## config.mk

```make
export PLATFORM = sky130hd
export DESIGN_NAME = inst_axi_read_master_flat
export DESIGN_NICKNAME = d
export VERILOG_FILES = /design/src/rtl/inst_axi_read_master_pkg.sv /design/src/rtl/inst_axi_read_master_if.sv /design/src/rtl/inst_axi_read_master.sv /design/src/flat_wrapper.sv
export SDC_FILE = /design/constraint.sdc
export NUM_CORES = 1
export LEC_CHECK = 0
export ABC_CLOCK_PERIOD_IN_PS = 3100
export CAP_MARGIN = 20
export CORE_UTILIZATION = 42
export DETAILED_ROUTE_END_ITERATION = 7
export PLACE_DENSITY = 0.85
export SKIP_LAST_GASP = 1
export SLEW_MARGIN = 10
export SYNTH_ARGS = -nofsm -noshare
export SYNTH_HDL_FRONTEND = slang
export SYNTH_SLANG_ARGS = --single-unit
```

## constraint.sdc

```tcl
create_clock -name clk -period 3.1 [get_ports clk]
set_input_delay 0.775 -clock clk [delete_from_list [all_inputs] [get_ports clk]]
set_output_delay 0.775 -clock clk [all_outputs]
set_load 0.05 [all_outputs]
```

## src/rtl/inst_axi_read_master_pkg.sv

```systemverilog
// Shared types and AXI encodings for the instruction-refill read master.
package inst_axi_pkg;

    typedef enum logic [1:0] {
        IDLE,
        ADDR,
        DATA,
        DONE
    } inst_rd_state_e;

    localparam logic [1:0] AXI_BURST_INCR = 2'b01;
    localparam logic [2:0] AXI_SIZE_4B    = 3'b010;
    localparam logic [1:0] AXI_RESP_OKAY  = 2'b00;

endpackage

```

## src/rtl/inst_axi_read_master_if.sv

```systemverilog
// AXI4 read-address and read-data channels, seen from master and slave.
interface inst_axi_read_master_if #(
    parameter int ID_WIDTH = 4
) ();

    logic [ID_WIDTH-1:0] ARID;
    logic [31:0]         ARADDR;
    logic [7:0]          ARLEN;
    logic [2:0]          ARSIZE;
    logic [1:0]          ARBURST;
    logic                ARVALID;
    logic                ARREADY;

    logic [ID_WIDTH-1:0] RID;
    logic [31:0]         RDATA;
    logic [1:0]          RRESP;
    logic                RLAST;
    logic                RVALID;
    logic                RREADY;

    modport master (
        output ARID, ARADDR, ARLEN, ARSIZE, ARBURST, ARVALID,
        input  ARREADY,
        input  RID, RDATA, RRESP, RLAST, RVALID,
        output RREADY
    );

    modport slave (
        input  ARID, ARADDR, ARLEN, ARSIZE, ARBURST, ARVALID,
        output ARREADY,
        output RID, RDATA, RRESP, RLAST, RVALID,
        input  RREADY
    );

endinterface

```

## src/rtl/inst_axi_read_master.sv

```systemverilog
// Turns an I-cache line miss into one AXI4 INCR burst and hands each beat
// back to the cache as a single-cycle I_wait-low pulse.
module inst_axi_read_master
    import inst_axi_pkg::*;
#(
    parameter int ID_WIDTH  = 4,
    parameter int ARID_VAL  = 0,
    parameter int BURST_LEN = 4
) (
    input  logic        clk,
    input  logic        rst,
    input  logic        I_req,
    input  logic [31:0] I_addr,
    input  logic        I_write,
    output logic [31:0] I_out,
    output logic        I_wait,
    output logic        bus_err,
    inst_axi_read_master_if.master axi
);

    localparam logic [1:0]          LAST_BEAT = 2'(BURST_LEN - 1);
    localparam logic [ID_WIDTH-1:0] ID_VAL    = ID_WIDTH'(ARID_VAL);

    inst_rd_state_e state_q, state_d;
    logic [31:0]    araddr_q, araddr_d;
    logic           arvalid_q, arvalid_d;
    logic           rready_q, rready_d;
    logic [31:0]    i_out_q, i_out_d;
    logic           i_wait_q, i_wait_d;
    logic           bus_err_q, bus_err_d;
    logic [1:0]     beat_q, beat_d;

    logic r_fire;
    logic last_beat;
    logic beat_bad;

    assign r_fire    = axi.RVALID & rready_q;
    assign last_beat = (beat_q == LAST_BEAT);
    assign beat_bad  = (axi.RRESP != AXI_RESP_OKAY) ||
                       (axi.RID != ID_VAL) ||
                       (axi.RLAST != last_beat);

    always_comb begin
        state_d   = state_q;
        araddr_d  = araddr_q;
        arvalid_d = arvalid_q;
        rready_d  = rready_q;
        i_out_d   = i_out_q;
        i_wait_d  = 1'b1;
        bus_err_d = bus_err_q;
        beat_d    = beat_q;

        case (state_q)
            IDLE: begin
                if (I_req) begin
                    if (I_write) begin
                        bus_err_d = 1'b1;
                        state_d   = DONE;
                    end else begin
                        araddr_d  = I_addr & 32'hFFFF_FFF0;
                        arvalid_d = 1'b1;
                        state_d   = ADDR;
                    end
                end
            end
            ADDR: begin
                if (axi.ARREADY) begin
                    arvalid_d = 1'b0;
                    rready_d  = 1'b1;
                    beat_d    = 2'd0;
                    state_d   = DATA;
                end
            end
            DATA: begin
                // A protocol error is flagged but the burst still runs to its
                // fourth accepted beat so the slave is never left mid-burst.
                if (r_fire) begin
                    i_out_d  = axi.RDATA;
                    i_wait_d = 1'b0;
                    beat_d   = beat_q + 2'd1;
                    if (beat_bad) begin
                        bus_err_d = 1'b1;
                    end
                    if (last_beat) begin
                        rready_d = 1'b0;
                        state_d  = DONE;
                    end
                end
            end
            DONE: begin
                if (!I_req) begin
                    state_d = IDLE;
                end
            end
            default: begin
                state_d = IDLE;
            end
        endcase
    end

    always_ff @(posedge clk or negedge rst) begin
        if (!rst) begin
            state_q   <= IDLE;
            araddr_q  <= 32'h0;
            arvalid_q <= 1'b0;
            rready_q  <= 1'b0;
            i_out_q   <= 32'h0;
            i_wait_q  <= 1'b1;
            bus_err_q <= 1'b0;
            beat_q    <= 2'd0;
        end else begin
            state_q   <= state_d;
            araddr_q  <= araddr_d;
            arvalid_q <= arvalid_d;
            rready_q  <= rready_d;
            i_out_q   <= i_out_d;
            i_wait_q  <= i_wait_d;
            bus_err_q <= bus_err_d;
            beat_q    <= beat_d;
        end
    end

    assign axi.ARID    = ID_VAL;
    assign axi.ARADDR  = araddr_q;
    assign axi.ARLEN   = 8'(BURST_LEN - 1);
    assign axi.ARSIZE  = AXI_SIZE_4B;
    assign axi.ARBURST = AXI_BURST_INCR;
    assign axi.ARVALID = arvalid_q;
    assign axi.RREADY  = rready_q;

    assign I_out   = i_out_q;
    assign I_wait  = i_wait_q;
    assign bus_err = bus_err_q;

endmodule

```

## src/flat_wrapper.sv

```systemverilog
// flat-port wrapper written by rule: the top's interface ports become plain ports
module inst_axi_read_master_flat import inst_axi_pkg::*;
#(
    parameter int ID_WIDTH  = 4,
    parameter int ARID_VAL  = 0,
    parameter int BURST_LEN = 4
)
  (clk, rst, I_req, I_addr, I_write, I_out, I_wait, bus_err, axi_ARID, axi_ARADDR, axi_ARLEN, axi_ARSIZE, axi_ARBURST, axi_ARVALID, axi_ARREADY, axi_RID, axi_RDATA, axi_RRESP, axi_RLAST, axi_RVALID, axi_RREADY);
  inst_axi_read_master_if #(.ID_WIDTH(ID_WIDTH)) axi_i ();
  input  logic clk;
  input  logic rst;
  input  logic I_req;
  input  logic [31:0] I_addr;
  input  logic I_write;
  output logic [31:0] I_out;
  output logic I_wait;
  output logic bus_err;
  output wire logic [$bits(axi_i.ARID)-1:0] axi_ARID;
  output wire logic [$bits(axi_i.ARADDR)-1:0] axi_ARADDR;
  output wire logic [$bits(axi_i.ARLEN)-1:0] axi_ARLEN;
  output wire logic [$bits(axi_i.ARSIZE)-1:0] axi_ARSIZE;
  output wire logic [$bits(axi_i.ARBURST)-1:0] axi_ARBURST;
  output wire logic [$bits(axi_i.ARVALID)-1:0] axi_ARVALID;
  input wire logic [$bits(axi_i.ARREADY)-1:0] axi_ARREADY;
  input wire logic [$bits(axi_i.RID)-1:0] axi_RID;
  input wire logic [$bits(axi_i.RDATA)-1:0] axi_RDATA;
  input wire logic [$bits(axi_i.RRESP)-1:0] axi_RRESP;
  input wire logic [$bits(axi_i.RLAST)-1:0] axi_RLAST;
  input wire logic [$bits(axi_i.RVALID)-1:0] axi_RVALID;
  output wire logic [$bits(axi_i.RREADY)-1:0] axi_RREADY;
  assign axi_ARID = axi_i.ARID;
  assign axi_ARADDR = axi_i.ARADDR;
  assign axi_ARLEN = axi_i.ARLEN;
  assign axi_ARSIZE = axi_i.ARSIZE;
  assign axi_ARBURST = axi_i.ARBURST;
  assign axi_ARVALID = axi_i.ARVALID;
  assign axi_i.ARREADY = axi_ARREADY;
  assign axi_i.RID = axi_RID;
  assign axi_i.RDATA = axi_RDATA;
  assign axi_i.RRESP = axi_RRESP;
  assign axi_i.RLAST = axi_RLAST;
  assign axi_i.RVALID = axi_RVALID;
  assign axi_RREADY = axi_i.RREADY;
  inst_axi_read_master #(.ID_WIDTH(ID_WIDTH), .ARID_VAL(ARID_VAL), .BURST_LEN(BURST_LEN)) u_core (.clk(clk), .rst(rst), .I_req(I_req), .I_addr(I_addr), .I_write(I_write), .I_out(I_out), .I_wait(I_wait), .bus_err(bus_err), .axi(axi_i));
endmodule
```

==> impl_metrics.yaml, run 1 <==
# flow metrics
status:
  status: "finished clean"
synthesis:
  ys.flop_type: "sky130_fd_sc_hd__dfrtp_1"
  edf_count: 0
  synth.ff_latch_count: 68
  netlist_instances: 209
  syn-mean-instance-area_um2: 14.52
  ys_cells: 209
  synthDominantCellAreaShare_pct: 55.23
  post_synth_num_cell_types: 36
  yosys.area.top_type: "sky130_fd_sc_hd__dfrtp_1"
  synth.top_cells.by_area: "sky130_fd_sc_hd__dfrtp_1 (55%), sky130_fd_sc_hd__mux2_1 (15%), sky130_fd_sc_hd__mux2_4 (9.9%)"
  async_reset_ff_share_pct: 100.0
  syn_area_um2: 3035
  synth.yosys.warnings: 0
  ys_seq_share_pct: 56.10
route:
  wl_um: 6322
  drtAntennaViolNets: 0
  first_pass_iters: 4
  drcViolationCount: 0
  routed-via-count: 2048
  wl_met1_um: 2560
  drtIter0Drc: 71
  met2RoutedLength_um: 3084
  detailroute.wirelength.met3_um: 604
  top_signal_layer_used: "met4"
  routedWlPerCell_um: 14.08
  avgViaCountPerCell: 4.561
setup_path:
  crit_buf_inv: 1
  arr_time_crit_path_ps: 1730
  crit_path_slowest_cell: "sky130_fd_sc_hd__clkdlybuf4s50_1"
  cp_cell_sequence: "clkdlybuf4s50_1"
  critPathCaptureType: "output pin"
  rrSetupSlack_ps: 1320
  critPathKind: "reg2out"
  cp_data_required_time_ps: 2320
  timing.critical_path.fanout_max: 11
  crit_family: "buffers and inverters"
  critPathLaunchType: "register"
finish:
  diodes: 0
  layout-area-overhead-vs-synth_pct: 51.81
  layout.sequential_cells: 68
  layout-drive-gt1-share_pct: 13.03
  layoutNonFillerInstCount: 449
  comb_area_share_pct: 25.33
  top_area_cell_class: "registers"
  layout_top_cells_excl_fill_tap: "sky130_fd_sc_hd__clkdlybuf4s50_1 (135), sky130_fd_sc_hd__dfrtp_1 (67), sky130_fd_sc_hd__mux2_1 (40)"
  seqCellArea_um2: 1703
  area.combinational_um2: 1167
  final_util_pct: 67.09
  signal_buf_overhead_pct: 29.92
  finalNetCount: 430
  fill_cells: 539
  nonClockInverterCount: 4
  nMultiInputCombCells: 126
  layout.cells.most_common: "sky130_fd_sc_hd__clkdlybuf4s50_1"
  nClkBuffers: 10
  finish.instance_area_um2: 4608
clocking:
  cts-buffers-inserted: 9
  cts_tree: "built"
  cts_htree_levels: 3
  worst_setup_hold_path_clk_slew_ps: 80
  max-clock-path-buffers: 2
  post-cts-setup-buffer-count: 0
  ctsResizeCount: 0
  cts.sink_count: 68
  cts_hold_buf: 0
  clk_tree_root_cell: "sky130_fd_sc_hd__clkbuf_8"
place:
  placed_instance_count: 433
  placed_cell_area_um2: 4384
  numPortBuffers: 136
  dp_slack_ps: 659.0
  place.gp.congestion: 0.7829
  dp_hpwl_um: 4826
power_and_ir_drop:
  cellInternalPower_mw: 3.047
  sequential_share_of_power_pct: 27.5
  sw_frac_of_total_pct: 46.30
  power.total_mw: 5.673
  comb_cell_power_mw: 3.31
  top_power_group: "combinational cells"
  power.density_cell_area_nw_per_um2: 1231
  p_sw_mw: 2.627
  sequentialPower_mw: 1.56
  clock_net_power_mw: 0.807
  vdd_drop_max_v: 0.0006989
  leakage_nw: 2.046
  combinationalPowerShare_pct: 58.3
final_timing:
  accumulated_negative_setup_slack_ps: 0
  final_min_period_over_clock_period_pct: 80.74
  drv_slew: 0
  setup_viol: 0
  worst-slew-pin-transition_ps: 682.9
  setup_repair_after_global_routing_missed_its_margin: "no"
  report.final.hold_viol_count: 0
  max_slew_margin_pct: 54.47
  fin_worst_skew_ps: 11.99
  final.min_clock_period_ps: 2503
  clock.fmax_mhz: 399.5
global_route:
  global_route.usage.met3_pct: 5.592
  gr-usage-met2_pct: 28.27
  top_usage_layer: "met2"
  overflow: 0
  pin_count_of_the_biggest_net_entering_global_routing: 34
  global_route_wire_length_before_repair_um: 9839
  total_track_usage_pct: 16.89
  grt_antenna_before_repair: 0
  grt_util_met1_pct: 20.50
  vias_in_the_first_global_route: 2066
die:
  die_width_um: 87.01
  core_util_floorplan_pct: 44.19
  floorplan.die.height_um: 87.01
  tap_cells: 96
  fp-row-count: 30
  core_um2: 6869
  die_area_um2: 7571
  design.portCount: 162
flow_run:
  drv_cap: 0
  log.warning_count: 33
worst_hold_path:
  hold_path_class: "reg2reg"
run 1: cell families (layout without fill, tap and decap cells):
| group | after synthesis | count (layout) | synth area share [%] |
|---|---|---|---|
| DFF | 68 | 68 | 56.10 |
| buffers and inverters | 34 | 159 | 7.790 |
| xor gates and xnor gates | 1 | 1 | 0.2886 |
| and+or+nand+nor | 20 | 20 | 4.040 |
| muxes | 64 | 64 | 26.13 |
| adders and majority gates | 5 | 5 | 2.061 |
| other | 2 | 21 | 0.2474 |
| AOI/OAI and AO/OA | 15 | 15 | 3.339 |
run 1: sequential cells by signal, summed over array words and instances, names as in the netlist:
signal and flops:
u_core.I_out 32, u_core.I_wait 1, u_core.axi.ARADDR 28, u_core.axi.ARVALID 1, u_core.axi.RREADY 1, u_core.beat_q 2, u_core.bus_err 1, u_core.state_q 2
run 1: cells in the mapped netlist, types with 3 or more instances:
cell type	instances
sky130_fd_sc_hd__o21ai_1	3
sky130_fd_sc_hd__mux2_4	20
sky130_fd_sc_hd__nor2_1	3
sky130_fd_sc_hd__mux2_1	40
sky130_fd_sc_hd__ha_1	5
sky130_fd_sc_hd__buf_4	21
sky130_fd_sc_hd__nand2_1	3
sky130_fd_sc_hd__nand3_1	5
sky130_fd_sc_hd__inv_1	3
sky130_fd_sc_hd__buf_2	6
sky130_fd_sc_hd__buf_6	3
sky130_fd_sc_hd__dfrtp_1	67
run 1: worst paths after layout:
path,cells after the start,endpoint,startpoint
min,1,u_core.bus_err,u_core.bus_err
max reg2reg,5,u_core.I_out[15],u_core.state_q[0]
min reg2reg,1,u_core.bus_err,u_core.bus_err
min in group asynchronous,1,u_core.I_out[0],rst
max in group asynchronous,2,u_core.I_out[25],rst
max,1,axi_RREADY,u_core.axi.RREADY
### Cell sizes after repair, run 1

The bar under the picture is 20 um long.
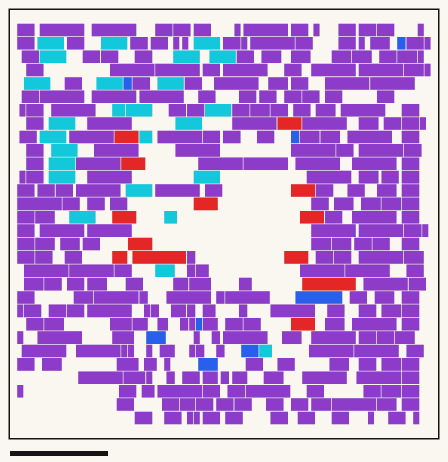
- x3 and x4: cyan (cells 25; share 7.1%; most used mux2_4)
- x1 and smaller: purple (cells 307; share 87%; most used clkdlybuf4s50_1)
- x2: blue (cells 8; share 2.3%)
- x6 and larger: red (cells 13; share 3.7%; most used clkbuf_8)
minimum setup slack in the final design: 596.9 ps
number of ordinary and repair buffers in the finished layout: 139

### Clock network drawn from the DEF, run 1

The bar under the picture is 20 um long.
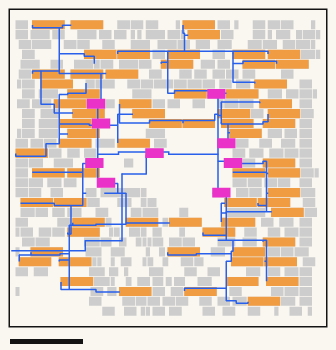
- clock-net drivers: magenta (count 9)
- flip-flops: orange (count 68)
- clock wires: blue (length 820 um)
- routed clock nets: 10
- flops lie: spread over the die
clock latency at the later pin of the worst-skew pair: 320 ps
Clk pwr share: 14.2%

### A small window of the routed layout, run 1

Region (50, 7) to (80, 37) um. Cells in grey, sequential cells in the stronger grey; small squares are vias.
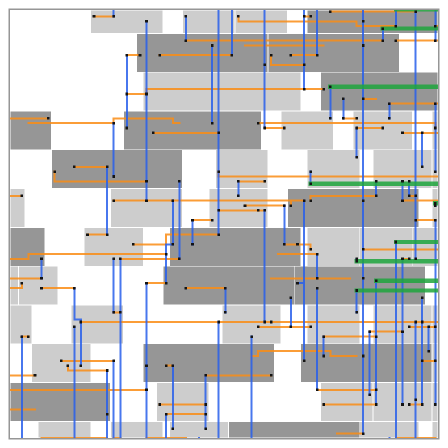
- M1: orange
- M3: green
- M2: blue
- cells with their middle in the window: 36
- netlist names of flops here include: u_core.I_out (12), u_core.I_wait (1)
- most frequent: dfrtp_1 (12), clkdlybuf4s50_1 (11), mux2_1 (8)
- sequential cells in the window: 13

### The clock network, run 1

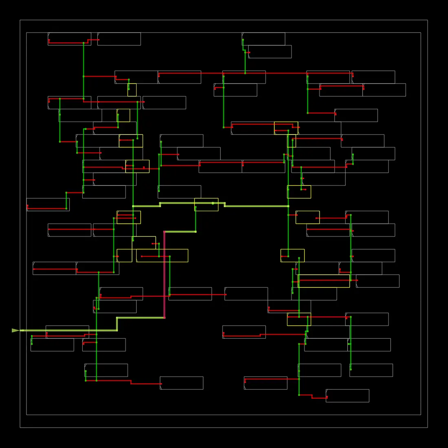

## Run 2: what changed since run 1
--- a/config.mk
+++ b/config.mk
@@ -5,11 +5,11 @@
 export SDC_FILE = /design/constraint.sdc
 export NUM_CORES = 1
 export LEC_CHECK = 0
-export ABC_CLOCK_PERIOD_IN_PS = 3100
+export ABC_CLOCK_PERIOD_IN_PS = 2000
 export CAP_MARGIN = 20
-export CORE_UTILIZATION = 42
+export CORE_UTILIZATION = 35
 export DETAILED_ROUTE_END_ITERATION = 7
-export PLACE_DENSITY = 0.85
+export PLACE_DENSITY = 0.76
 export SKIP_LAST_GASP = 1
 export SLEW_MARGIN = 10
 export SYNTH_ARGS = -nofsm -noshare
==> constraint.sdc (replaced) <==
create_clock -name clk -period 2 [get_ports clk]
set_input_delay 0.5 -clock clk [delete_from_list [all_inputs] [get_ports clk]]
set_output_delay 0.5 -clock clk [all_outputs]
set_load 0.05 [all_outputs]
### The clock network, run 2

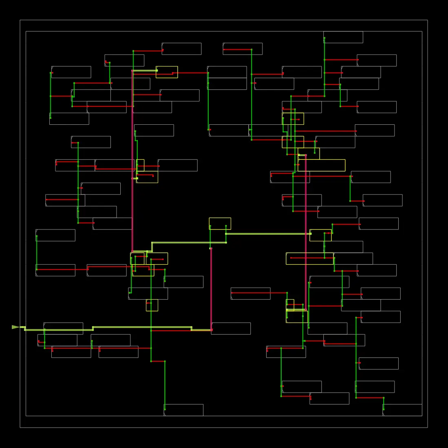
clock latency at the later pin of the worst-skew pair: 340 ps
power dissipated in the clock network: 1.27 mW

==> run 2 against run 1 <==
Utilization down 11 points. Wire length increased by 1.7%. Clock power increased by 57%. Critical path depth stayed put. Synthesized cell count stayed put. Worst setup slack worse by 340 ps. Register-to-register slack got worse by 1100 ps. Via count is 3.8% higher. Final area increased by 0.43%. Final cell count increased by 3.6%. Clock skew down 2.5 ps. Hold slack about the same. Largest power group unchanged.
==> impl_metrics.yaml, run 2 <==
# flow metrics
final_timing:
  drv_slew: 0
  accumulated_negative_setup_slack_ps: 0
  final.hold.worst_slack_ps: 470.6
  fin_worst_skew_ps: 9.517
  report.final.hold_viol_count: 0
  clock.fmax_mhz: 574.3
  setup_viol: 0
  final.min_clock_period_ps: 1741
  final_min_period_over_clock_period_pct: 87.07
  setup_repair_after_global_routing_missed_its_margin: "no"
  max_slew_margin_pct: 66.61
  finalWorstSetupSlack_ps: 258.7
  worst-slew-pin-transition_ps: 500.1
synthesis:
  synthDominantCellAreaShare_pct: 55.23
  synth.top_cells.by_area: "sky130_fd_sc_hd__dfrtp_1 (55%), sky130_fd_sc_hd__mux2_1 (15%), sky130_fd_sc_hd__mux2_4 (9.9%)"
  post_synth_num_cell_types: 36
  ys_seq_share_pct: 56.10
  syn-mean-instance-area_um2: 14.52
  netlist_top_cells_count: "sky130_fd_sc_hd__dfrtp_1 (67), sky130_fd_sc_hd__mux2_1 (40), sky130_fd_sc_hd__buf_4 (21)"
  post-synth-top-count-cell: "sky130_fd_sc_hd__dfrtp_1"
  synth.yosys.warnings: 0
  syn_area_um2: 3035
  ys_cells: 209
  netlist_instances: 209
  synth-area-yosys_um2: 3035
  edf_count: 0
  yosys.area.top_type: "sky130_fd_sc_hd__dfrtp_1"
  async_reset_ff_share_pct: 100.0
  ys.flop_type: "sky130_fd_sc_hd__dfrtp_1"
  synth.ff_latch_count: 68
setup_path:
  cp_cell_sequence: "dlygate4sd2_1"
  crit_path_slowest_cell: "sky130_fd_sc_hd__dlygate4sd2_1"
  arr_time_crit_path_ps: 1240
  timing.critical_path.fanout_max: 2
  cp_data_required_time_ps: 1500
  slowest_delay_ps: 540
  critPathKind: "reg2out"
  critPathCaptureType: "output pin"
  critPathLaunchType: "register"
  rrSetupSlack_ps: 270
  crit_family: "buffers and inverters"
  crit_buf_inv: 1
power_and_ir_drop:
  power.density_cell_area_nw_per_um2: 1834
  power.total_mw: 8.488
  vdd_drop_max_v: 0.0008569
  leakage_nw: 2.224
finish:
  layoutNonFillerInstCount: 465
  layout.cells.most_common: "sky130_fd_sc_hd__clkdlybuf4s50_1"
  diodes: 0
  final_util_pct: 55.77
  layout-drive-gt1-share_pct: 19.44
  layout-area-overhead-vs-synth_pct: 52.47
  largest_reg_flops: 32
  layout_top_cells_excl_fill_tap: "sky130_fd_sc_hd__clkdlybuf4s50_1 (71), sky130_fd_sc_hd__dfrtp_1 (67), sky130_fd_sc_hd__dlygate4sd2_1 (41)"
  finalNetCount: 437
place:
  dp_hpwl_um: 4720
  place.gp.congestion: 0.7989
  dp_slack_ps: 10.51
  placed_instance_count: 448
  numPortBuffers: 136
  placed_cell_area_um2: 4433
die:
  core_um2: 8299
  die_area_um2: 9049
  floorplan.die.height_um: 95.13
  fp-row-count: 33
  core_util_floorplan_pct: 36.57
  die_width_um: 95.13
  design.portCount: 162
route:
  avgViaCountPerCell: 4.570
  first_pass_iters: 4
  routed-via-count: 2125
  wl_um: 6427
  drcViolationCount: 0
  routedWlPerCell_um: 13.82
  drtIter0Drc: 51
  drtAntennaViolNets: 0
global_route:
  pin_count_of_the_biggest_net_entering_global_routing: 64
  total_track_usage_pct: 15.09
  vias_in_the_first_global_route: 2143
  overflow: 0
  global_route_wire_length_before_repair_um: 10430
  grt_antenna_before_repair: 0
clocking:
  cts_tree: "built"
  max-clock-path-buffers: 2
  cts-buffers-inserted: 9
  worst_setup_hold_path_clk_slew_ps: 80
  clk_tree_root_cell: "sky130_fd_sc_hd__clkbuf_8"
  cts.sink_count: 68
  cts_htree_levels: 3
status:
  status: "finished clean"
flow_run:
  log.warning_count: 33
  drv_cap: 0
worst_hold_path:
  hold_path_class: "reg2reg"
### Cell sizes after repair, run 2

The bar under the picture is 20 um long.
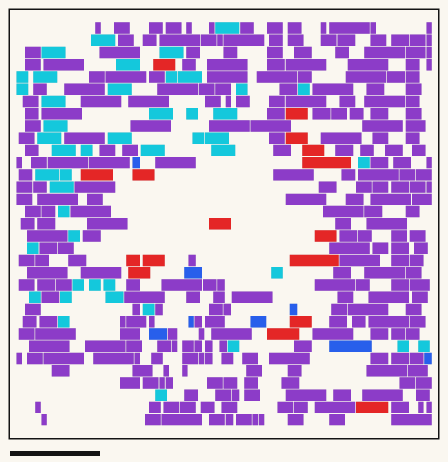
number of ordinary and repair buffers in the finished layout: 146
post-layout instance area: 4628 um^2

-- run 2: cell counts after synthesis --
No cell type changed its count.
-- run 2: cell families (layout without fill, tap and decap cells) --
kind of cell	after synthesis	in the layout	synth area share (%)
flip-flops	68	68	56.10
multiplexers	64	64	26.13
buffers and inverters	34	166	7.790
AND/OR/NAND/NOR	20	20	4.040
AND-OR/OR-AND	15	15	3.339
adder cells (fa/ha/maj)	5	5	2.061
other	2	21	0.2474
XOR/XNOR	1	1	0.2886
-- run 2: report_power, final --
group	switching, mW	internal, mW
Sequential	0.353	2.06
Combinational	3.19	1.61
Clock	0.533	0.736
Total	4.08	4.41
-- run 2: layout make-up --
type	count	area, um^2
timing repair buffer	146	1388
multi-input combinational	126	1167
clock inverter	6	86.33
tap	105	131.4
inverter	4	15.01
sequential	68	1703
fill	717	3671
clock buffer	10	137.6
-- run 2: routing by layer --
| layer | track usage [%] | routed length (um) | vias up |
|---|---|---|---|
| li1 | - | - | 983 |
| met1 | 18.22 | 2537 | 1022 |
| met2 | 23.99 | 3044 | 112 |
| met3 | 5.742 | 748 | 8 |
| met4 | 6.439 | 97 | 0 |
| met5 | 0 | 0 | - |
-- run 2: path summary, 6_finish.rpt --
| kind | depth (start not counted) | from | end |
|---|---|---|---|
| setup / recovery | 1 | u_core.axi.ARADDR[14] | axi_ARADDR[14] |
| hold / removal | 1 | u_core.bus_err | u_core.bus_err |
| setup reg to reg | 5 | u_core.state_q[0] | u_core.I_out[18] |
| hold reg to reg | 1 | u_core.bus_err | u_core.bus_err |
| max in group asynchronous | 3 | rst | u_core.I_wait |
| min in group asynchronous | 2 | rst | u_core.I_out[8] |
-- run 2: what timing repair did --
item	in CTS	in global routing
cloned	0	0
endpoints found under the hold margin	5	0
setup endpoints to repair	41	5
buffers inserted	0	0
hold buffers	1	0
gates resized	41	5
Power is estimated from default activity; no workload was simulated.
